==> run_1/flops_by_reg.png <==
Bar = 20 µm. Other sequential cells in the stronger grey, the rest of the logic in the fainter grey.
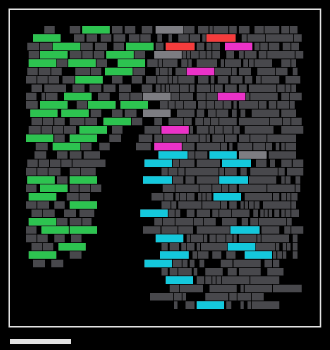
==> run_1/placement_by_type.png <==
Bar = 20 µm.
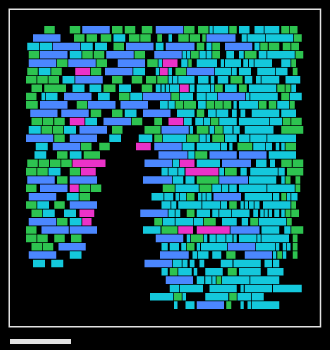
==> run_1/congestion.png <==
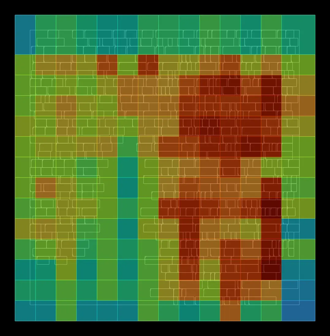
Design fifo_burst_drain_controller, sky130hd; sources not shown.
==> out/metrics.cfg, run 1 <==
[route]
wl_per_cell_um = 21.2
vias = 3435
routed-wl-met3_um = 997
drt_iter0_markers = 190
met1_length_um = 4690
wl_met2_um = 6640

[clock_network]
cts.htree.levels = 3
numCtsBuffers = 9
clock_latency_ps = 340
ctsResizeCount = 174

[final_timing]
layout_setup_ws_ps = -305
finalSetupViolCount = 24
timing.fmax_ghz = 0.402
finalCriticalPeriod_ps = 2490

[yosys]
synthAoiAreaFrac_pct = 10.0
yosysCellCount = 329
synth_adder_area_share_pct = 8.80
ys_seq_share_pct = 44.0
ys.flop_type = dfrtp_1
yosysTopAreaCell = dfrtp_1

[pwr]
powerClk_mw = 1.24
top_power_group = combinational cells
power_density_nw_per_um2 = 1030
p_switching_mw = 2.46
p_seq_mw = 1.78
internal-power_mw = 3.78

[status]
status = finished, violations left
violations = negative setup slack

[placed_design]
placed_area_um2 = 4740
dp_hpwl_um = 7030
port_buffers = 103

[layout]
flop-count = 60
nClkBuffers = 9
syn2layout_area_growth_pct = 77.7

[floorplan]
fp.dieW_um = 101
die_h_um = 103

[global_routing]
antenna_found_initial = 0

-- flops_by_reg.png (at the start) --
Key: `dbg_state` = red [placed flops 2]; `idle_count_q` = cyan [placed flops 16]; `m_data` = green [placed flops 32]; `words_remaining_q` = magenta [placed flops 5]
Another 5 sequential cells are not coloured.
fin util: 72.4%
register area: 1510 µm²
fraction of area in registers: 24.9%

-- placement_by_type.png (at the start) --
Key: clock drivers and dummy loads = magenta [cells 16]; combinational and other logic = cyan [cells 258]; other buffers and delay cells = green [cells 163]; flops = blue [cells 60]
post-route cell area: 6070 µm²
core box area: 8380 µm²

-- congestion.png (at the start) --
met3 Usage GRT: 6.09%
met2 Use GR: 38.9%
grt met1 use: 25.0%
most used routing layer: met2

-- run 1: cells in the mapped netlist, drive strengths merged, types with 4 or more instances --
| cell | number |
|---|---|
| dfrtp | 60 |
| mux2 | 32 |
| inv | 27 |
| ha | 24 |
| nor2 | 23 |
| nand2 | 21 |
| nand3 | 16 |
| xnor2 | 15 |
| nor3 | 12 |
| nor4 | 12 |
| a21oi | 9 |
| o21ai | 9 |
| buf | 8 |
| o211ai | 7 |
| and3 | 6 |
| nand4 | 6 |
| nor2b | 5 |
| or3 | 4 |
-- run 1: layout by cell type, fill, tap and decap left out, drive strengths merged, types with 2 or more instances in the layout --
cell and n:
a2111oi 2, a211oi 2, a21boi 2, a21o 3
a21oi 9, a221o 2, a221oi 2, and3 6
buf 66, bufinv 3, clkbuf 25, clkdlybuf4s15 3
clkdlybuf4s50 76, clkinv 2, dfrtp 60, dlygate4sd2 2
ha 24, inv 28, mux2 32, nand2 21
nand2b 2, nand3 16, nand4 6, nor2 23
nor2b 5, nor3 12, nor3b 2, nor4 12
o211ai 7, o21ai 9, o311ai 3, or3 4
xnor2 15
-- run 1: cells by family (layout without fill, tap and decap cells) --
group,count (synthesis),in the layout
XOR/XNOR,15,15
buffers and inverters,38,206
AND-OR/OR-AND,47,47
adder cells (fa/ha/maj),24,24
flip-flops,60,60
multiplexers,33,33
AND/OR/NAND/NOR,112,112
-- run 1: critical path, cell delays in order (launching register included) --
cell	delay, ps
dfrtp_1	400
inv_2	70
ha_2	180
a211o_1	320
a21oi_2	150
buf_4	150
buf_8	100
buf_6	120
-- run 1: per-stage QoR --
stage	power (mW)	setup slack (ps)
finish	6.24	-305
CTS	5.98	-175
floorplan	3.32	-154
global placement	4.35	-1170
detailed placement	4.42	-1190
global route	6.53	-350
==> run_1/clk_routes.png <==
Bar = 20 µm.
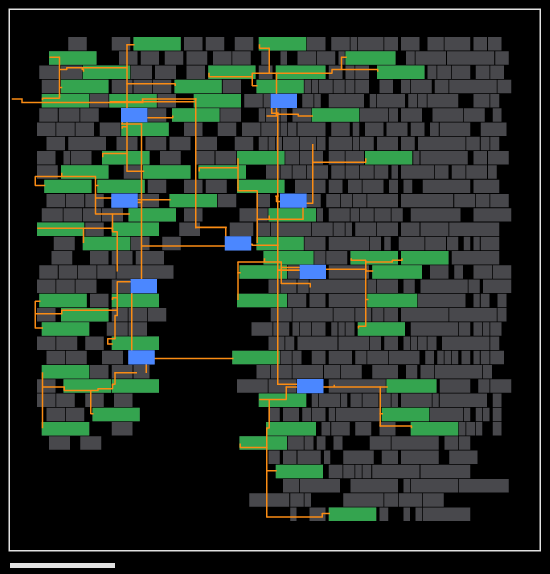

==> inputs of run 2 (changes only) <==
Settings changed: TNS_END_PERCENT set to 30.
==> run_2/clk_routes.png <==
Bar = 20 µm.
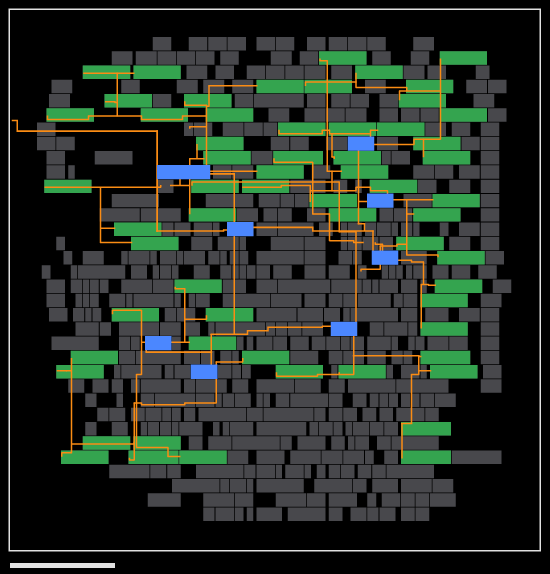
Key: flip-flops = green [count 60]; clock wires = orange [length 903 µm]; clock drivers = blue [count 9]
There are 10 routed clock nets. Position of the flops: spread over the die.
Setup Skew: 19.6 ps
latest clock arrival within the worst-skew pair: 350 ps

==> run 2 against run 1 <==
  * The flow still finishes with violations (negative setup slack)
  * Worst setup slack better by 1.2 ps
  * Power decreased by 5.4%
  * Global-route usage grew 0.13 points
  * Hold slack better by 23 ps
  * Clock skew up 13 ps
  * Maximum frequency about the same
  * Clock-buffer cell count stayed put
  * Clock power decreased by 25%
  * Critical path depth up 3
  * Critical path type is now in -> reg
  * Critical endpoint is now words_remaining_q[0]
==> out/metrics.cfg, run 2 <==
[critical_path]
max_stage_delay_ps = 330  ; -70 ps
path_cells = buf_12, and2b_2, ha_4, and3_4, o311ai_4, o21ai_4, buf_8, a21boi_4, o31ai_1, o211ai_1
crit_slowest_cell = o21ai_4

[status]
status = finished, violations left
violations = negative setup slack

[yosys]
ys.flop_type = dfrtp_1
yosysTopAreaCell = dfrtp_1
synth.most_common_cell = dfrtp_1
common_cells = dfrtp_1, mux2_2, inv_1

[route]
drt_iter0_markers = 223  ; +17%
wl_per_cell_um = 21.6  ; +2.2%
vias = 3457  ; +0.64%

[final_timing]
finalSetupViolCount = 24  ; unchanged
layout_setup_ws_ps = -304  ; +1.22 ps

[clock_network]
cts.htree.levels = 3  ; unchanged

[pwr]
powerClk_mw = 0.933  ; -25%
p_seq_mw = 1.78  ; about the same
p_switching_mw = 2.51  ; +2.0%
top_power_group = combinational cells

[placed_design]
port_buffers = 103  ; unchanged

[floorplan]
die_h_um = 103  ; unchanged

[layout]
final_util_pct = 71.2  ; -1.2 points

==> run_2/logic_types.png <==
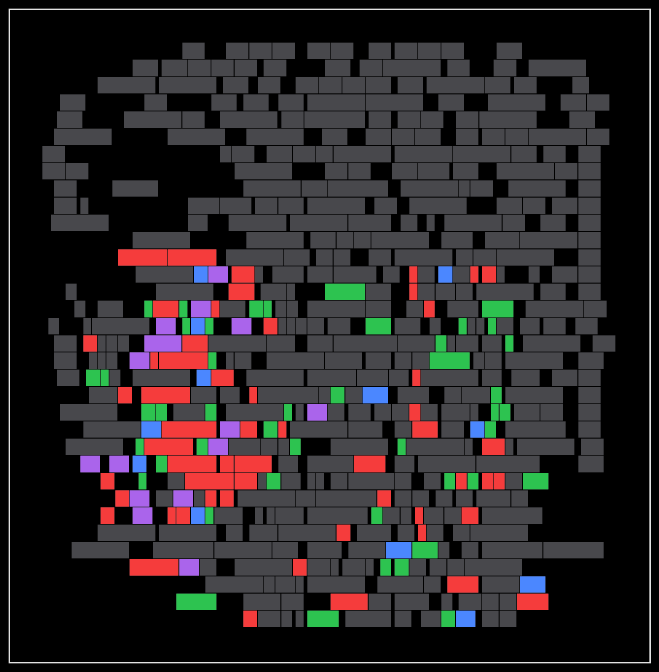
Key: NAND gates = green [cells 45]; NOR gates = red [cells 55]; AND and OR gates = blue [cells 12]; XOR/XNOR gates = purple [cells 15]
Non-Filler Instances: 607
Top cell excl fill/tap: clkdlybuf4s50_1
Comb area share: 41.7%

[run 2: cell count changes in the layout (fill, tap and decap cells not counted), moves of 4 or more]
cell / delta
ha_4: -4
clkbuf_2: -8
inv_1: +4
nor2_1: +4
clkdlybuf4s15_1: +5
ha_1: +4
inv_2: -4
[run 2: layout make-up]
class                   instances  area share, %
multi-input cells             231           41.7
flip-flops and latches         60           25.3
repair buffers                154           24.3
well taps                     108           2.27
clock buffers                   9           2.08
inverters                      27           1.91
plain buffers                  11           1.59
clock inverters                 7          0.860
[run 2: through the flow]
| step | hold WS, ps | worst slack (ps) | cell area [µm²] | power [mW] | instances |
|---|---|---|---|---|---|
| floorplan | 449 | -203 | 3440 | 3.28 | 329 |
| detailed placement | 465 | -1350 | 4630 | 4.37 | 541 |
| global route | 527 | -339 | 5970 | 6.17 | 607 |
| CTS | 482 | -200 | 5700 | 5.61 | 596 |
| finish | 510 | -304 | 5970 | 5.90 | 607 |
| global placement | 459 | -1330 | 4610 | 4.28 | 540 |
[run 2: timing repair]
action | in CTS | in global routing
pin swaps | 47 | 31
hold buffers | 0 | 0
resized | 189 | 60
setup buffers | 36 | 11
endpoints found under the setup margin | 53 | 45
gates cloned | 3 | 0
[run 2: routing by layer]
metal | GRT usage (%) | wire length [µm] | part of all wire [%]
met5 | 0 | 0 | 0
met1 | 26.3 | 4770 | 36
met3 | 3.79 | 892 | 6.8
met4 | 8.18 | 664 | 5.1
met2 | 41.0 | 6810 | 52
[run 2: cells by family (layout without fill, tap and decap cells)]
logic type,after synthesis,in the layout,share of synthesized area [%]
AND/OR/NAND/NOR,112,112,17.7
flip-flops,60,60,44.0
AND-OR/OR-AND,47,47,10.0
buffers and inverters,38,208,4.80
multiplexers,33,33,10.9
adder cells (fa/ha/maj),24,24,8.80
XOR/XNOR,15,15,3.85
No activity file was given, so power comes from the tool's default toggle rates.
